`config.mk`:
```
export PLATFORM = sky130hd
export DESIGN_NAME = ptab_resolve_ctrl_flat
export DESIGN_NICKNAME = d
export VERILOG_FILES = /design/src/rtl/ptab_resolve_ctrl_if.sv /design/src/rtl/ptab_resolve_ctrl.sv /design/src/flat_wrapper.sv
export SDC_FILE = /design/constraint.sdc
export NUM_CORES = 1
export LEC_CHECK = 0
export CAP_MARGIN = 20
export CELL_PAD_IN_SITES_DETAIL_PLACEMENT = 2
export CELL_PAD_IN_SITES_GLOBAL_PLACEMENT = 2
export CORE_ASPECT_RATIO = 0.9
export CORE_MARGIN = 4
export CORE_UTILIZATION = 29
export CTS_BUF_LIST = sky130_fd_sc_hd__clkbuf_4
export DETAILED_ROUTE_END_ITERATION = 8
export PLACE_DENSITY = 0.88
export RECOVER_POWER = 50
export SKIP_LAST_GASP = 1
export SLEW_MARGIN = 40
export SYNTH_ARGS = -nofsm -noshare
export SYNTH_HDL_FRONTEND = slang
export SYNTH_SLANG_ARGS = --single-unit
```
`constraint.sdc`:
```
create_clock -name clk -period 4.08 [get_ports clk]
set_clock_uncertainty 0.1 [all_clocks]
set_input_delay 0.816 -clock clk [delete_from_list [all_inputs] [get_ports clk]]
set_output_delay 0.816 -clock clk [all_outputs]
set_load 0.01 [all_outputs]
```
`src/rtl/ptab_resolve_ctrl_if.sv`:
```
// Branch-resolve bus between the branch units, the resolve controller and the PTAB.
// Ports: req_* (per-BRU resolve requests), bru_* (PTAB verify port), pipe_flush/redirect_*/misp_cnt.
// The slave modport is the controller's view; the master modport is the BRU/PTAB side.
interface ptab_resolve_ctrl_if #(
  parameter int NUM_BRU    = 2,
  parameter int XLEN       = 32,
  parameter int PTAB_WIDTH = 4
);
  logic [NUM_BRU-1:0]            req_valid;
  logic [NUM_BRU-1:0]            req_ready;
  logic [NUM_BRU*PTAB_WIDTH-1:0] req_ptab_tag;
  logic [NUM_BRU-1:0]            req_dir;
  logic [NUM_BRU*XLEN-1:0]       req_target_pc;

  logic                          bru_valid;
  logic [PTAB_WIDTH-1:0]         bru_ptab_tag;
  logic                          bru_branch_dir;
  logic [XLEN-1:0]               bru_target_pc;
  logic                          bru_branch_misp;
  logic [XLEN-1:0]               bru_next_pc;

  logic                          pipe_flush;
  logic                          redirect_valid;
  logic [XLEN-1:0]               redirect_pc;
  logic [15:0]                   misp_cnt;

  modport slave (
    input  req_valid, req_ptab_tag, req_dir, req_target_pc,
    input  bru_branch_misp, bru_next_pc,
    output req_ready,
    output bru_valid, bru_ptab_tag, bru_branch_dir, bru_target_pc,
    output pipe_flush, redirect_valid, redirect_pc, misp_cnt
  );

  modport master (
    output req_valid, req_ptab_tag, req_dir, req_target_pc,
    output bru_branch_misp, bru_next_pc,
    input  req_ready,
    input  bru_valid, bru_ptab_tag, bru_branch_dir, bru_target_pc,
    input  pipe_flush, redirect_valid, redirect_pc, misp_cnt
  );
endinterface

```
`src/rtl/ptab_resolve_ctrl.sv`:
```
// Funnels NUM_BRU branch-resolve requests into the single PTAB verify port and turns a
// misprediction into a FLUSH_CYCLES-long pipe_flush plus a one-cycle fetch redirect.
// Ports: clk, rst (sync, active high), bus (slave modport of ptab_resolve_ctrl_if).
// Latency: request to bru_valid is 1 cycle. Backpressure: req_ready drops while a BRU's
// holding buffer is full or while flushing; it never depends on same-cycle inputs.
module ptab_resolve_ctrl #(
  parameter int NUM_BRU      = 2,
  parameter int XLEN         = 32,
  parameter int PTAB_WIDTH   = 4,
  parameter int FLUSH_CYCLES = 2
) (
  input  logic                  clk,
  input  logic                  rst,
  ptab_resolve_ctrl_if.slave    bus
);

  localparam int PTR_W = $clog2(NUM_BRU);
  localparam int CNT_W = $clog2(FLUSH_CYCLES + 1);

  typedef enum logic {RUN, FLUSH} state_t;

  state_t                 state;
  logic [CNT_W-1:0]       flush_cnt;
  logic [PTR_W-1:0]       ptr;

  logic [NUM_BRU-1:0]     buf_valid;
  logic [PTAB_WIDTH-1:0]  buf_tag [NUM_BRU];
  logic [NUM_BRU-1:0]     buf_dir;
  logic [XLEN-1:0]        buf_pc  [NUM_BRU];

  logic                   redirect_valid_q;
  logic [XLEN-1:0]        redirect_pc_q;
  logic [15:0]            misp_cnt_q;

  logic                   gnt_vld;
  logic [PTR_W-1:0]       gnt_idx;
  logic [PTR_W-1:0]       cand;
  logic                   issue;
  logic                   misp_event;
  logic [NUM_BRU-1:0]     accept;

  // Round-robin search starting just after the last winner, wrapping around.
  always_comb begin
    gnt_vld = 1'b0;
    gnt_idx = '0;
    cand    = '0;
    for (int i = 1; i <= NUM_BRU; i++) begin
      cand = PTR_W'((int'(ptr) + i) % NUM_BRU);
      if (!gnt_vld && buf_valid[cand]) begin
        gnt_vld = 1'b1;
        gnt_idx = cand;
      end
    end
  end

  assign issue      = gnt_vld && (state == RUN);
  // The PTAB result is only meaningful in a cycle we actually present a branch.
  assign misp_event = issue && bus.bru_branch_misp;

  assign bus.req_ready      = (state == RUN) ? ~buf_valid : '0;
  assign accept             = bus.req_valid & bus.req_ready;

  assign bus.bru_valid      = issue;
  assign bus.bru_ptab_tag   = issue ? buf_tag[gnt_idx] : '0;
  assign bus.bru_branch_dir = issue ? buf_dir[gnt_idx] : 1'b0;
  assign bus.bru_target_pc  = issue ? buf_pc[gnt_idx]  : '0;

  assign bus.pipe_flush     = (state == FLUSH);
  assign bus.redirect_valid = redirect_valid_q;
  assign bus.redirect_pc    = redirect_pc_q;
  assign bus.misp_cnt       = misp_cnt_q;

  // Control state: FSM, arbiter pointer, buffer occupancy and misprediction outputs.
  always_ff @(posedge clk) begin
    if (rst) begin
      state            <= RUN;
      flush_cnt        <= '0;
      ptr              <= PTR_W'(NUM_BRU - 1);
      buf_valid        <= '0;
      redirect_valid_q <= 1'b0;
      redirect_pc_q    <= '0;
      misp_cnt_q       <= '0;
    end else begin
      redirect_valid_q <= 1'b0;

      if (issue) begin
        ptr <= gnt_idx;
      end

      // A misprediction wipes every buffer, including one filled by a same-cycle accept.
      for (int k = 0; k < NUM_BRU; k++) begin
        if (misp_event) begin
          buf_valid[k] <= 1'b0;
        end else if (issue && (gnt_idx == PTR_W'(k))) begin
          buf_valid[k] <= 1'b0;
        end else if (accept[k]) begin
          buf_valid[k] <= 1'b1;
        end
      end

      case (state)
        RUN: begin
          if (misp_event) begin
            state            <= FLUSH;
            flush_cnt        <= CNT_W'(FLUSH_CYCLES - 1);
            redirect_valid_q <= 1'b1;
            redirect_pc_q    <= bus.bru_next_pc;
            misp_cnt_q       <= misp_cnt_q + 16'd1;
          end
        end
        FLUSH: begin
          if (flush_cnt == '0) begin
            state <= RUN;
          end else begin
            flush_cnt <= flush_cnt - CNT_W'(1);
          end
        end
        default: state <= RUN;
      endcase
    end
  end

  // Payload storage; only meaningful while the matching buf_valid bit is set.
  always_ff @(posedge clk) begin
    for (int k = 0; k < NUM_BRU; k++) begin
      if (accept[k]) begin
        buf_tag[k] <= bus.req_ptab_tag[k*PTAB_WIDTH +: PTAB_WIDTH];
        buf_dir[k] <= bus.req_dir[k];
        buf_pc[k]  <= bus.req_target_pc[k*XLEN +: XLEN];
      end
    end
  end

endmodule

```
`src/flat_wrapper.sv`:
```
// flat-port wrapper written by rule: the top's interface ports become plain ports
module ptab_resolve_ctrl_flat 
#(
  parameter int NUM_BRU      = 2,
  parameter int XLEN         = 32,
  parameter int PTAB_WIDTH   = 4,
  parameter int FLUSH_CYCLES = 2
)
  (clk, rst, bus_req_valid, bus_req_ptab_tag, bus_req_dir, bus_req_target_pc, bus_bru_branch_misp, bus_bru_next_pc, bus_req_ready, bus_bru_valid, bus_bru_ptab_tag, bus_bru_branch_dir, bus_bru_target_pc, bus_pipe_flush, bus_redirect_valid, bus_redirect_pc, bus_misp_cnt);
  ptab_resolve_ctrl_if #(.NUM_BRU(NUM_BRU), .XLEN(XLEN), .PTAB_WIDTH(PTAB_WIDTH)) bus_i ();
  input  logic clk;
  input  logic rst;
  input wire logic [$bits(bus_i.req_valid)-1:0] bus_req_valid;
  input wire logic [$bits(bus_i.req_ptab_tag)-1:0] bus_req_ptab_tag;
  input wire logic [$bits(bus_i.req_dir)-1:0] bus_req_dir;
  input wire logic [$bits(bus_i.req_target_pc)-1:0] bus_req_target_pc;
  input wire logic [$bits(bus_i.bru_branch_misp)-1:0] bus_bru_branch_misp;
  input wire logic [$bits(bus_i.bru_next_pc)-1:0] bus_bru_next_pc;
  output wire logic [$bits(bus_i.req_ready)-1:0] bus_req_ready;
  output wire logic [$bits(bus_i.bru_valid)-1:0] bus_bru_valid;
  output wire logic [$bits(bus_i.bru_ptab_tag)-1:0] bus_bru_ptab_tag;
  output wire logic [$bits(bus_i.bru_branch_dir)-1:0] bus_bru_branch_dir;
  output wire logic [$bits(bus_i.bru_target_pc)-1:0] bus_bru_target_pc;
  output wire logic [$bits(bus_i.pipe_flush)-1:0] bus_pipe_flush;
  output wire logic [$bits(bus_i.redirect_valid)-1:0] bus_redirect_valid;
  output wire logic [$bits(bus_i.redirect_pc)-1:0] bus_redirect_pc;
  output wire logic [$bits(bus_i.misp_cnt)-1:0] bus_misp_cnt;
  assign bus_i.req_valid = bus_req_valid;
  assign bus_i.req_ptab_tag = bus_req_ptab_tag;
  assign bus_i.req_dir = bus_req_dir;
  assign bus_i.req_target_pc = bus_req_target_pc;
  assign bus_i.bru_branch_misp = bus_bru_branch_misp;
  assign bus_i.bru_next_pc = bus_bru_next_pc;
  assign bus_req_ready = bus_i.req_ready;
  assign bus_bru_valid = bus_i.bru_valid;
  assign bus_bru_ptab_tag = bus_i.bru_ptab_tag;
  assign bus_bru_branch_dir = bus_i.bru_branch_dir;
  assign bus_bru_target_pc = bus_i.bru_target_pc;
  assign bus_pipe_flush = bus_i.pipe_flush;
  assign bus_redirect_valid = bus_i.redirect_valid;
  assign bus_redirect_pc = bus_i.redirect_pc;
  assign bus_misp_cnt = bus_i.misp_cnt;
  ptab_resolve_ctrl #(.NUM_BRU(NUM_BRU), .XLEN(XLEN), .PTAB_WIDTH(PTAB_WIDTH), .FLUSH_CYCLES(FLUSH_CYCLES)) u_core (.clk(clk), .rst(rst), .bus(bus_i));
endmodule
```
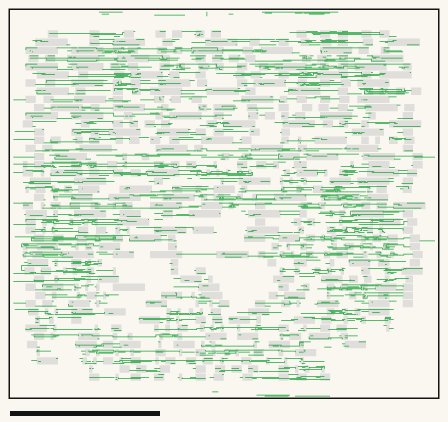
*Signal wires on met1*
Scale bar: 50 um. Cells faint in the background.
main direction = horizontal
longest straight run = 43.2 um
share of all routed wire = 36%
wire length on this layer = 6390 um
nets with wire on the layer = 626
met1 usage: 20.05%
Vias: 3853
final WL: 17690 um

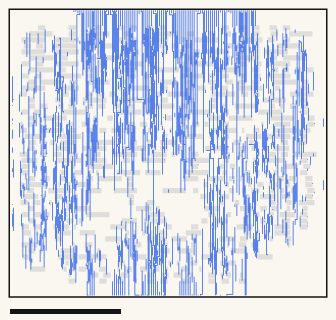
*M2 wires*
Scale bar: 50 um. Cells faint in the background.
share of all routed wire = 57%
wire length on this layer = 10100 um
nets with wire on the layer = 655
longest straight run = 68.0 um
met2 global-route usage: 36.13%

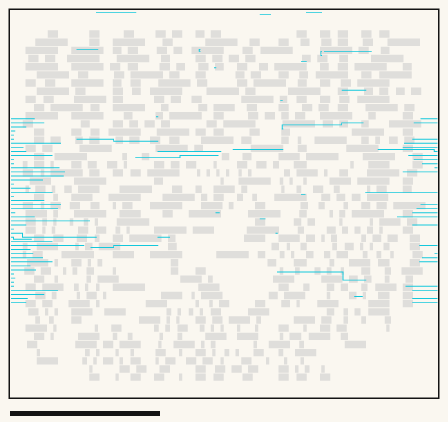
*Signal wires on met3*
Scale bar: 50 um. Cells faint in the background.
wire length on this layer = 855 um
nets with wire on the layer = 80
share of all routed wire = 4.8%
main direction = horizontal
longest straight run = 26.0 um
GR Util met3: 5.240%

==> notes.md <==
yosys + openroad results -> sw frac 29.47%, post-synthesis xor/xnor area fraction 1.299%, design area 7238 sq um, Top logic family AND-OR/OR-AND gates, Dominant flop cell edfxtp_1, layout cells sized above 1 7.550%, Top Family by Delay on Critical Path buffers and inverters, worst r2r dst u_core.buf_pc[1][4]$_DFFE_PP_, Signal inverters 4, Lkg Pwr 0.002495 uW, critical path, cell by cell inv_1 -> a211oi_4 -> buf_4 -> a22o_1 -> clkdlybuf4s50_1, CP Class reg2out, dominant power group sequential cells, Max Fanout on Critical Path 30, routability cong. 0.7937, synthesized area 4721 sq um, vias in the first global route 4354, CP Data Arrival Time 2.73 ns, comb_multi_in 227, cell depth of the worst flop-to-flop path 2, met3 WL 855 um, # rows 43, hold path startpoint u_core.bus.redirect_pc[1]$_SDFFE_PP0P_, maximum vdd drop 0.0002239 V, clock root buffer clkbuf_4, per-cell routed wire length 22.11 um, Yosys top cell by area edfxtp_1, cts hold-fix bufs 0, final hold violation count 0, Final Critical Period 3.651 ns, Hold WC Path Type reg2reg, width of the die 142.5 um, Layout clock buffers 17, tap cells 202, area reported by Yosys stat 4721 sq um, top cells by area edfxtp_1, dfxtp_1, a22o_1, nand2_1, a21oi_1, CP max stage delay 0.55 ns, Non-Filler Instances 800, Top cell excl fill/tap clkdlybuf4s50_1, WL met2 10150 um, crit path DRT 3.16 ns, Mux area share 0.9541%, Hold Path End u_core.bus.redirect_pc[1]$_SDFFE_PP0P_, Iter 0 DRT Violations 166, CORE AREA 15710 sq um, dpl cells 766, switching pwr 974.4 uW, Initial DRT Pass Iterations 4, Final TNS setup 0 ns, CTS Buf Count 17, critical path endpoint bus_bru_target_pc[27], post-layout util 46.07%, r2r startpoint u_core.bus.pipe_flush$_SDFF_PP0_, TritonCTS Sinks 129, total of max-cap violations 2, status complete, but fails checks, Net count, final 696, largest reg by FF count u_core.buf_pc, fin crit share 89.48%, Comb area share 17.98%, crit end category primary output, async set-reset flop share out of synthesis 0%, violated checks max-capacitance violations, max-slew violations, Slew Viols, Final 78, max FFs per register 64, Synth top cell by count edfxtp_1, Die H 129.0 um, # resized after CTS 0, simple-gate portion of the synthesized area 12.11%, Clk. pwr 962 uW, first-pass GRT wire length 26020 um
Power is estimated from default activity; no workload was simulated.
